$ cat src/rtl/sao_deci_ctrl.sv
// -----------------------------------------------------------------------------
// sao_deci_ctrl
//
// SAO decision stage. Once the statistics stage reports a component complete,
// this block walks every (type, category) pair of the statistics buffer. For
// each category it searches offsets 1..MAX_OFF in the allowed sign direction,
// accumulates the best per-category cost into a per-type cost, and keeps the
// cheapest SAO type (OFF, EO0..EO3, BO) with its four offsets.
//
// Ports
//   clk, arst_n        : clock, asynchronous active-low reset
//   en_o               : global advance; low freezes every register
//   stat_done          : one-cycle start pulse (honoured in IDLE only)
//   stat_cIdx, lambda  : component index and rate weight, latched on start
//   rd_en/rd_type/rd_cat : statistics read request (type 0-3 EO, 4 BO)
//   rd_cnt, rd_sum     : statistics returned one enabled cycle after rd_en
//   isWorking_deci     : high whenever the FSM is not IDLE
//   deci_done          : result-valid strobe (held high if stalled in DONE)
//   deci_cIdx          : component of the finished run
//   sao_type           : 0 OFF, 1-4 EO0-EO3, 5 BO
//   sao_off0..3        : chosen signed offsets, all zero for OFF
// -----------------------------------------------------------------------------
module sao_deci_ctrl #(
    parameter int MAX_OFF  = 7,
    parameter int CNT_W    = 12,
    parameter int SUM_W    = 18,
    parameter int LAMBDA_W = 16,
    parameter int COST_W   = 26
) (
    input  logic                       clk,
    input  logic                       arst_n,
    input  logic                       en_o,
    input  logic                       stat_done,
    input  logic [1:0]                 stat_cIdx,
    input  logic [LAMBDA_W-1:0]        lambda,
    output logic                       rd_en,
    output logic [2:0]                 rd_type,
    output logic [1:0]                 rd_cat,
    input  logic [CNT_W-1:0]           rd_cnt,
    input  logic signed [SUM_W-1:0]    rd_sum,
    output logic                       isWorking_deci,
    output logic                       deci_done,
    output logic [1:0]                 deci_cIdx,
    output logic [2:0]                 sao_type,
    output logic signed [3:0]          sao_off0,
    output logic signed [3:0]          sao_off1,
    output logic signed [3:0]          sao_off2,
    output logic signed [3:0]          sao_off3
);

    localparam int         K_W   = $clog2(MAX_OFF + 1);
    localparam int         OFF_W = 4;
    localparam int         SS_W  = SUM_W + 1;   // room for negating the most negative sum
    localparam logic [2:0] T_BO  = 3'd4;

    typedef enum logic [2:0] {
        S_IDLE,
        S_REQ,
        S_WAIT,
        S_SRCH,
        S_ACC,
        S_CMP,
        S_DONE
    } state_t;

    // ---------------------------------------------------------------- state
    state_t                      state_q, state_d;
    logic [2:0]                  t_q, t_d;
    logic [1:0]                  c_q, c_d;
    logic [K_W-1:0]              k_q, k_d;
    logic [1:0]                  cidx_q, cidx_d;
    logic [LAMBDA_W-1:0]         lambda_q, lambda_d;
    logic [CNT_W-1:0]            cnt_q, cnt_d;
    logic signed [SS_W-1:0]      ssum_q, ssum_d;     // s * sum of the current category
    logic                        neg_q, neg_d;       // s == -1
    logic signed [COST_W-1:0]    cat_best_q, cat_best_d;
    logic [K_W-1:0]              cat_k_q, cat_k_d;
    logic signed [COST_W-1:0]    type_cost_q, type_cost_d;
    logic signed [COST_W-1:0]    best_cost_q, best_cost_d;
    logic [2:0]                  best_type_q, best_type_d;
    logic [3:0][OFF_W-1:0]       best_off_q, best_off_d;
    logic [3:0][OFF_W-1:0]       cur_off_q, cur_off_d;
    logic                        rd_en_q, rd_en_d;
    logic                        busy_q, busy_d;
    logic                        done_q, done_d;
    logic [1:0]                  deci_cidx_q, deci_cidx_d;
    logic [2:0]                  sao_type_q, sao_type_d;
    logic [3:0][OFF_W-1:0]       sao_off_q, sao_off_d;

    // ------------------------------------------------------- datapath terms
    logic                        wait_neg;
    logic signed [SS_W-1:0]      sum_ext;
    logic [K_W:0]                next_k;
    logic signed [COST_W-1:0]    cnt_x, ssum_x, lam_x, k_x, cost_k;
    logic [OFF_W-1:0]            acc_mag;

    // EO categories 0/1 are positive-offset classes, 2/3 negative; BO follows
    // the sign of the accumulated difference.
    assign wait_neg = (t_q == T_BO) ? rd_sum[SUM_W-1] : c_q[1];
    assign sum_ext  = SS_W'(rd_sum);
    assign acc_mag  = OFF_W'(cat_k_q);

    // cost(k) = cnt*k^2 - 2*k*(s*sum) + lambda*k. Every term is bounded well
    // inside COST_W, so evaluating at COST_W is exact.
    always_comb begin
        next_k = {1'b0, k_q} + (K_W + 1)'(1);
        cnt_x  = COST_W'(cnt_q);
        ssum_x = COST_W'(ssum_q);
        lam_x  = COST_W'(lambda_q);
        k_x    = COST_W'(next_k);
        cost_k = cnt_x * k_x * k_x - (k_x + k_x) * ssum_x + lam_x * k_x;
    end

    // ------------------------------------------------------ next-state logic
    always_comb begin
        // NOTE: every _d starts as its _q so no path through the case leaves a
        // variable unassigned, which would otherwise infer a latch.
        state_d     = state_q;
        t_d         = t_q;
        c_d         = c_q;
        k_d         = k_q;
        cidx_d      = cidx_q;
        lambda_d    = lambda_q;
        cnt_d       = cnt_q;
        ssum_d      = ssum_q;
        neg_d       = neg_q;
        cat_best_d  = cat_best_q;
        cat_k_d     = cat_k_q;
        type_cost_d = type_cost_q;
        best_cost_d = best_cost_q;
        best_type_d = best_type_q;
        best_off_d  = best_off_q;
        cur_off_d   = cur_off_q;
        deci_cidx_d = deci_cidx_q;
        sao_type_d  = sao_type_q;
        sao_off_d   = sao_off_q;

        case (state_q)
            S_IDLE: begin
                if (stat_done) begin
                    cidx_d      = stat_cIdx;
                    lambda_d    = lambda;
                    t_d         = '0;
                    c_d         = '0;
                    type_cost_d = '0;
                    best_cost_d = '0;      // OFF costs nothing
                    best_type_d = '0;
                    best_off_d  = '0;
                    state_d     = S_REQ;
                end
            end
            S_REQ: begin
                state_d = S_WAIT;
            end
            S_WAIT: begin
                cnt_d      = rd_cnt;
                neg_d      = wait_neg;
                ssum_d     = wait_neg ? -sum_ext : sum_ext;
                k_d        = '0;
                cat_best_d = '0;           // k = 0 baseline
                cat_k_d    = '0;
                state_d    = S_SRCH;
            end
            S_SRCH: begin
                // Strict compare: on equal cost the earlier (smaller) k stays.
                if (cost_k < cat_best_q) begin
                    cat_best_d = cost_k;
                    cat_k_d    = next_k[K_W-1:0];
                end
                k_d = next_k[K_W-1:0];
                if (next_k == (K_W + 1)'(MAX_OFF)) begin
                    state_d = S_ACC;
                end
            end
            S_ACC: begin
                type_cost_d    = type_cost_q + cat_best_q;
                cur_off_d[c_q] = neg_q ? (OFF_W'(0) - acc_mag) : acc_mag;
                if (c_q == 2'd3) begin
                    state_d = S_CMP;
                end else begin
                    c_d     = c_q + 2'd1;
                    state_d = S_REQ;
                end
            end
            S_CMP: begin
                // Strict compare: lower type index (and OFF) wins ties.
                if (type_cost_q < best_cost_q) begin
                    best_cost_d = type_cost_q;
                    best_type_d = t_q + 3'd1;
                    best_off_d  = cur_off_q;
                end
                type_cost_d = '0;
                c_d         = '0;
                if (t_q == T_BO) begin
                    state_d = S_DONE;
                end else begin
                    t_d     = t_q + 3'd1;
                    state_d = S_REQ;
                end
            end
            S_DONE: begin
                state_d = S_IDLE;
            end
            default: begin
                state_d = S_IDLE;
            end
        endcase

        // Outputs are registered against the state being entered, so they
        // line up with the state register cycle for cycle.
        rd_en_d = (state_d == S_REQ);
        busy_d  = (state_d != S_IDLE);
        done_d  = (state_d == S_DONE);
        if (state_d == S_DONE) begin
            deci_cidx_d = cidx_q;
            sao_type_d  = best_type_d;
            sao_off_d   = best_off_d;
        end
    end

    // --------------------------------------------------------------- flops
    // NOTE: sequential state uses non-blocking assignments only, so every flop
    // samples pre-edge values regardless of statement order.
    always_ff @(posedge clk or negedge arst_n) begin
        if (!arst_n) begin
            state_q     <= S_IDLE;
            t_q         <= '0;
            c_q         <= '0;
            k_q         <= '0;
            cidx_q      <= '0;
            lambda_q    <= '0;
            cnt_q       <= '0;
            ssum_q      <= '0;
            neg_q       <= 1'b0;
            cat_best_q  <= '0;
            cat_k_q     <= '0;
            type_cost_q <= '0;
            best_cost_q <= '0;
            best_type_q <= '0;
            best_off_q  <= '0;
            cur_off_q   <= '0;
            rd_en_q     <= 1'b0;
            busy_q      <= 1'b0;
            done_q      <= 1'b0;
            deci_cidx_q <= '0;
            sao_type_q  <= '0;
            sao_off_q   <= '0;
        end else if (en_o) begin
            state_q     <= state_d;
            t_q         <= t_d;
            c_q         <= c_d;
            k_q         <= k_d;
            cidx_q      <= cidx_d;
            lambda_q    <= lambda_d;
            cnt_q       <= cnt_d;
            ssum_q      <= ssum_d;
            neg_q       <= neg_d;
            cat_best_q  <= cat_best_d;
            cat_k_q     <= cat_k_d;
            type_cost_q <= type_cost_d;
            best_cost_q <= best_cost_d;
            best_type_q <= best_type_d;
            best_off_q  <= best_off_d;
            cur_off_q   <= cur_off_d;
            rd_en_q     <= rd_en_d;
            busy_q      <= busy_d;
            done_q      <= done_d;
            deci_cidx_q <= deci_cidx_d;
            sao_type_q  <= sao_type_d;
            sao_off_q   <= sao_off_d;
        end
    end

    // ------------------------------------------------------------- outputs
    assign rd_en          = rd_en_q;
    assign rd_type        = t_q;
    assign rd_cat         = c_q;
    assign isWorking_deci = busy_q;
    assign deci_done      = done_q;
    assign deci_cIdx      = deci_cidx_q;
    assign sao_type       = sao_type_q;
    assign sao_off0       = sao_off_q[0];
    assign sao_off1       = sao_off_q[1];
    assign sao_off2       = sao_off_q[2];
    assign sao_off3       = sao_off_q[3];

endmodule
$ cat config.mk
export PLATFORM = sky130hd
export DESIGN_NAME = sao_deci_ctrl
export DESIGN_NICKNAME = d
export VERILOG_FILES = /design/src/rtl/sao_deci_ctrl.sv
export SDC_FILE = /design/constraint.sdc
export NUM_CORES = 1
export LEC_CHECK = 0
export CORE_ASPECT_RATIO = 1.4
export CORE_UTILIZATION = 40
export CTS_BUF_LIST = sky130_fd_sc_hd__clkbuf_2
export CTS_CLUSTER_SIZE = 30
export DETAILED_ROUTE_END_ITERATION = 10
export PLACE_DENSITY = 0.62
export SKIP_LAST_GASP = 1
export SYNTH_ARGS = -nofsm -noshare
export SYNTH_HDL_FRONTEND = slang
export SYNTH_SLANG_ARGS = --single-unit
export TNS_END_PERCENT = 30
$ cat constraint.sdc
create_clock -name clk -period 11.9 [get_ports clk]
set_clock_uncertainty 0.05 [all_clocks]
set_input_delay 2.38 -clock clk [delete_from_list [all_inputs] [get_ports clk]]
set_output_delay 2.38 -clock clk [all_outputs]
set_load 0.02 [all_outputs]
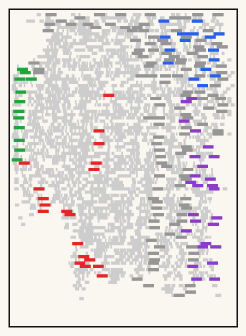
run_1/flops_by_reg.png
Other sequential cells in the stronger gray, the rest of the logic in the fainter gray.
legend:
  best_cost_q:
    color: purple
    placed_flops: 26
  best_off_q:
    color: blue
    placed_flops: 16
    where: north-east
  ssum_q:
    color: red
    placed_flops: 19
  cnt_q:
    color: green
    placed_flops: 12
not colored: 128

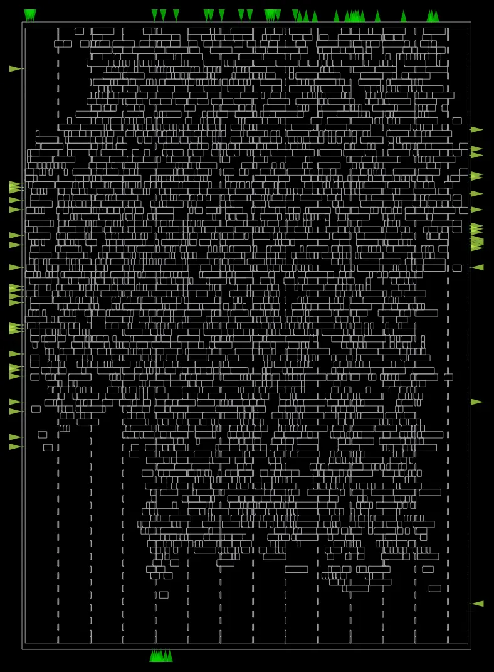
run_1/placement.png
Core Region: 0.04913 mm²
Cell Rows: 96
Seq area share: 0.2199
Flop Count: 201

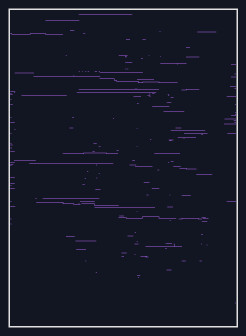
run_1/layer_met3.png
wire length on this layer: 1460 µm
share of all routed wire: 3.1%
longest straight run: 70.6 µm
main direction: horizontal

==> flow_summary_export.csv, run 1 <==
group,metric,value,unit
grt,antenna_found_initial,1,
placed_design,place_congestion,0.8606,
sta,fin_crit_sh,0.9673,
worst_setup_path,reg2reg_to,"cat_best_q[17]",
synthesis,numSynthFlops,201,
synthesis,top_area_cell,"dfrtp_1",
synthesis,synth_adder_area_share,0.2911,
outcome,status,"completed",
route,antenna_left,0,
sta,slew-limit-headroom,0.3107,
floorplan,nWellTaps,637,
floorplan,die_h,266.4,µm
placed_design,dp_hpwl,36430,µm
grt,grt_pass1_wl,76190,µm
sta,finalCriticalPeriod,11.51,ns
route,via_per_inst,5.109,
cts,h-tree-depth,2,
final_layout,final_cells,3094,
final_layout,clockBufferCount,80,
sta,fin_setup_tns,0,ns
cts,cts_root_buffer,"clkbuf_2",
worst_setup_path,setup.worst_path.start_class,"flip-flop",
cts,post_cts_buffers,1,
worst_setup_path,critPathBufInv,7,
synthesis,edf_count,0,
final_layout,seq_area,0.005031,mm²
synthesis,ff_type,"dfrtp_1",
final_layout,num-nonclk-inverters,309,
floorplan,initCoreUtil,0.4065,
cts,hold_buffers,0,
sta,slew_viol_final,0,
route,drcViolationCount,0,
worst_setup_path,endpoint,"cat_best_q[17]",
sta,rsz0062_at_grt,"yes",
cts,clk_path_buf_depth,3,
sta,tightest_slew,1.033,ns
final_layout,logic_gates,1698,
worst_setup_path,required,12.70,ns
synthesis,synth_top_area_share,0.2519,
worst_setup_path,cp-end-kind,"flip-flop",
synthesis,ys_top_logic_family,"adder cells",
final_layout,dominant_cells,"multi-input combinational cells",
grt,grt-ovfl-total,0,
synthesis,common_cells,"inv_1, nand2_1, ha_1",
synthesis,area_leaders,"dfrtp_1, fa_1, ha_1, inv_1, nand2_1",
worst_setup_path,crit_start,"k_q[0]",
min_path,min_to,"sao_type[2]",
worst_setup_path,cp_slowest_cell,"fa_1",
final_layout,drive_gt1_frac,0.1189,
placed_design,place_area,0.02167,mm²
floorplan,chip_area,0.05083,mm²
final_layout,comb_area_frac,0.6116,
final_layout,reg_top3,"best_cost_q (26), cat_best_q (26), type_cost_q (26)",
worst_setup_path,crit_family,"adder cells",
route,wl_per_cell,15.04,µm
synthesis,ys_seq_frac,0.2519,
route,dr_wl_met3,1455,µm
cts,cts.clk_slew.worst_paths,0.10,ns
grt,use_met3,0.03504,
synthesis,syn-mean-instance-area,8.739,µm²
route,met2_length,24000,µm
placed_design,port-buffer-count,80,
cts,clk_latency,1.01,ns
cts,post_cts_resized,10,
synthesis,ys_cells,2285,
min_path,hold_depth,1,
final_layout,area_growth,14.59,%
worst_setup_path,cp_slowest_stage_delay,0.54,ns
synthesis,xor_share,0.04687,
grt,grt_use_met1,0.2050,
sta,hold_violations,0,
worst_setup_path,path_max_fanout,5,
route,m1WireLength,18870,µm
sta,setup_ws,0.3894,ns
route,num_vias,15810,
synthesis,ys_warn_count,0,
route,drtPass1Iterations,4,
final_layout,final_layout_top_logic_cells,"inv_1, nand2_1, ha_1, dfrtp_1, o21ai_0",
route,routed.top_layer,"met4",
synthesis,ys_sh_aoi,0.1347,
synthesis,synthCells,2285,
cts,cts_buffers,55,
worst_setup_path,crit_top_cell,"fa_1",
route,drt-total-wl,46550,µm
placed_design,post-place-ws,-0.2688,ns
synthesis,most_common_cell,"inv_1",
cts,cts.sinks,201,
sta,finalSetupViolCount,0,
worst_setup_path,cp.depth,52,
grt,grt_use_total,0.1848,
sta,hold_ws,0.4537,ns
grt,busiest_layer,"met2",
cts,cts_tree,"built",
worst_setup_path,critPathArrivalTime,12.31,ns
grt,grt_max_degree,87,
final_layout,final_common_cell,"inv_1",
worst_setup_path,path_class,"flip-flop to flip-flop",
final_layout,clkCellAreaFrac,0.02264,
min_path,min_path_type,"flip-flop to flip-flop",
synthesis,synthArstFlopShare,1.000,
placed_design,dp.cells,2977,
final_layout,fillers,4661,
final_layout,utilization,0.4658,
grt,grt_pass1_vias,16140,
job,warnings,33,
floorplan,ioPinCount,81,
final_layout,final-comb-area,0.01399,mm²
worst_setup_path,r2r_setup_slack,0.39,ns
synthesis,mux_share,0.01541,
final_layout,buffers,148,
floorplan,die_w,190.8,µm
worst_setup_path,r2r_cells,52,
route,drt_iter0_markers,576,
synthesis,yosysUniqueCellTypes,77,
final_layout,buf_share,0.06026,
synthesis,syn_nets,2711,
final_layout,diodes,1,
worst_setup_path,reg2reg_from,"k_q[0]",
run_1/io_fan.png
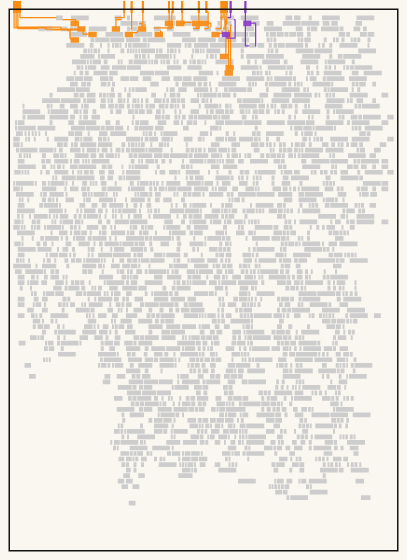

==> run 2, diff against run 1 <==
--- a/config.mk
+++ b/config.mk
@@ -5,14 +5,16 @@
 export SDC_FILE = /design/constraint.sdc
 export NUM_CORES = 1
 export LEC_CHECK = 0
+export CELL_PAD_IN_SITES_DETAIL_PLACEMENT = 0
+export CELL_PAD_IN_SITES_GLOBAL_PLACEMENT = 1
 export CORE_ASPECT_RATIO = 1.4
 export CORE_UTILIZATION = 40
 export CTS_BUF_LIST = sky130_fd_sc_hd__clkbuf_2
 export CTS_CLUSTER_SIZE = 30
 export DETAILED_ROUTE_END_ITERATION = 10
-export PLACE_DENSITY = 0.62
+export GPL_ROUTABILITY_DRIVEN = 0
+export PLACE_DENSITY = 0.76
 export SKIP_LAST_GASP = 1
 export SYNTH_ARGS = -nofsm -noshare
 export SYNTH_HDL_FRONTEND = slang
 export SYNTH_SLANG_ARGS = --single-unit
-export TNS_END_PERCENT = 30
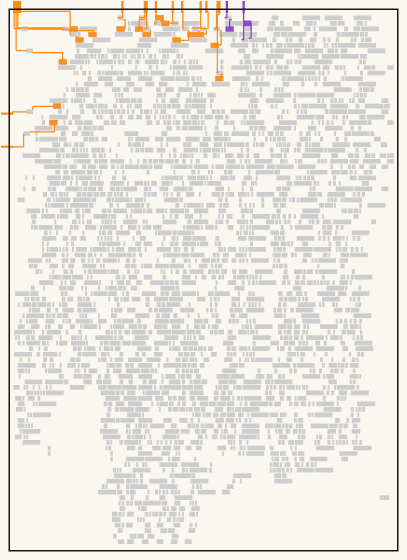
run_2/io_fan.png
legend:
  lambda:
    color: orange
    bits: 16
    direction: input
    end_cells: 16
    buffers: 16
    wire: 387 µm
  stat_cIdx:
    color: purple
    bits: 2
    direction: input
    end_cells: 2
    buffers: 2
    wire: 34.4 µm

==> run 2 against run 1 <==
Compared with the run above:
- highest routed layer is now met5
- synthesized cell count did not move
- setup slack improved by 0.055 ns
- maximum frequency rose by 0.48%
- cell area barely moved
- core utilization barely moved
- die size did not move
- count of clock-buffer cells in the layout fell by 7
- global-route usage rose by 0.91 points
- final cell count rose by 0.32%
==> flow_summary_export.csv, run 2 <==
group,metric,value,unit
synthesis,ff_type,"dfrtp_1",
job,warnings,34,
sta,fin_crit_sh,0.9626,
route,m1WireLength,18820,µm
synthesis,synthArstFlopShare,1.000,
floorplan,rows,96,
final_layout,fillers,4832,
worst_setup_path,crit_top_cell,"fa_1",
cts,h-tree-depth,2,
min_path,hold_depth,2,
min_path,min_path_type,"flip-flop to flip-flop",
cts,clk_path_buf_depth,3,
worst_setup_path,required,12.66,ns
route,drtPass1Iterations,5,
synthesis,syn_nets,2711,
floorplan,die_h,266.4,µm
final_layout,logic_gates,1698,
sta,fin_setup_tns,0,ns
worst_setup_path,cp_slowest_stage_delay,0.55,ns
route,antenna_left,0,
synthesis,synth_chip_area,0.01997,mm²
cts,cts.clk_slew.worst_paths,0.10,ns
cts,clk_latency,0.99,ns
placed_design,post-place-ws,-0.07641,ns
worst_setup_path,path_class,"flip-flop to flip-flop",
synthesis,xor_share,0.04687,
worst_setup_path,cp_slowest_cell,"fa_1",
synthesis,ys_top_logic_family,"adder cells",
synthesis,edf_count,0,
synthesis,syn-mean-instance-area,8.739,µm²
floorplan,initCoreUtil,0.4065,
final_layout,seq_share,0.2201,
sta,finalSetupViolCount,0,
route,num_vias,15800,
worst_setup_path,endpoint,"cat_best_q[14]",
grt,use_met3,0.02582,
route,met2_length,25340,µm
synthesis,area_leaders,"dfrtp_1, fa_1, ha_1, inv_1, nand2_1",
synthesis,ys_warn_count,0,
route,drcViolationCount,0,
sta,finalCriticalPeriod,11.46,ns
cts,cts.sinks,201,
worst_setup_path,cp.depth,50,
final_layout,final-comb-area,0.01390,mm²
synthesis,synthCells,2285,
final_layout,buffers,163,
synthesis,ys_sh_aoi,0.1347,
sta,slew-limit-headroom,0.3083,
route,drt-total-wl,47950,µm
outcome,status,"completed",
placed_design,port-buffer-count,80,
worst_setup_path,crit_family,"adder cells",
synthesis,most_common_cell,"inv_1",
synthesis,top_area_cell,"dfrtp_1",
synthesis,ys_cells,2285,
final_layout,utilization,0.4654,
route,dr_wl_met3,1287,µm
final_layout,diodes,3,
final_layout,reg_top3,"best_cost_q (26), cat_best_q (26), type_cost_q (26)",
sta,slew_viol_final,0,
route,drt_iter0_markers,640,
worst_setup_path,r2r_cells,50,
floorplan,nWellTaps,637,
final_layout,area_growth,14.49,%
worst_setup_path,crit_start,"k_q[0]",
worst_setup_path,cp-end-kind,"flip-flop",
sta,hold_violations,0,
synthesis,common_cells,"inv_1, nand2_1, ha_1",
grt,grt_use_total,0.1938,
route,routed.top_layer,"met5",
synthesis,synth_top_area_share,0.2519,
final_layout,final_layout_top_logic_cells,"inv_1, nand2_1, ha_1, dfrtp_1, o21ai_0",
synthesis,mux_share,0.01541,
sta,rsz0062_at_grt,"yes",
final_layout,clkCellAreaFrac,0.02014,
worst_setup_path,r2r_setup_slack,0.44,ns
cts,hold_buffers,0,
cts,post_cts_resized,5,
route,via_per_inst,5.089,
final_layout,seq_area,0.005031,mm²
sta,tightest_slew,1.009,ns
cts,cts_root_buffer,"clkbuf_2",
floorplan,chip_area,0.05083,mm²
placed_design,place_area,0.02180,mm²
synthesis,synth_adder_area_share,0.2911,
floorplan,ioPinCount,81,
worst_setup_path,reg2reg_from,"k_q[0]",
final_layout,final_common_cell,"inv_1",
cts,cts_tree,"built",
placed_design,dp_hpwl,37850,µm
sta,setup_ws,0.4446,ns
final_layout,dominant_cells,"multi-input combinational cells",
final_layout,comb_area_frac,0.6080,
min_path,min_to,"cat_best_q[25]",
final_layout,clockBufferCount,73,
worst_setup_path,critPathBufInv,11,
synthesis,yosysUniqueCellTypes,77,
worst_setup_path,critPathArrivalTime,12.22,ns
synthesis,numSynthFlops,201,
grt,grt_pass1_wl,79340,µm
floorplan,die_w,190.8,µm
final_layout,num-nonclk-inverters,309,
grt,busiest_layer,"met2",
cts,post_cts_buffers,5,
grt,grt_max_degree,73,
final_layout,final_cells,3104,
grt,grt_pass1_vias,16360,
placed_design,dp.cells,2990,
cts,cts_buffers,52,
final_layout,drive_gt1_frac,0.1136,
grt,grt-ovfl-total,0,
grt,grt_use_met1,0.2131,
worst_setup_path,path_max_fanout,38,
floorplan,coreArea,0.04913,mm²
synthesis,ys_seq_frac,0.2519,
route,wl_per_cell,15.45,µm
worst_setup_path,reg2reg_to,"cat_best_q[14]",
sta,hold_ws,0.4370,ns
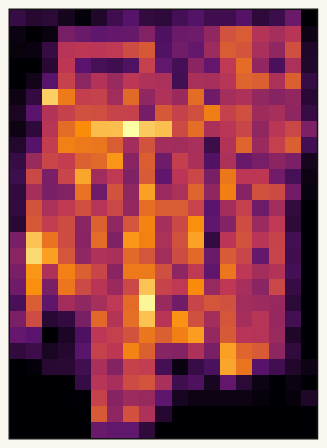
run_2/metal_density.png
19 x 27 tiles, from black (low) to pale yellow (high), scaled to the fullest tile. Values are wire area over tile area, all layers added.
mean over tiles: 0.15
nearly empty tiles: 12%
fullest tile: 0.41
tiles over half the peak: 33%

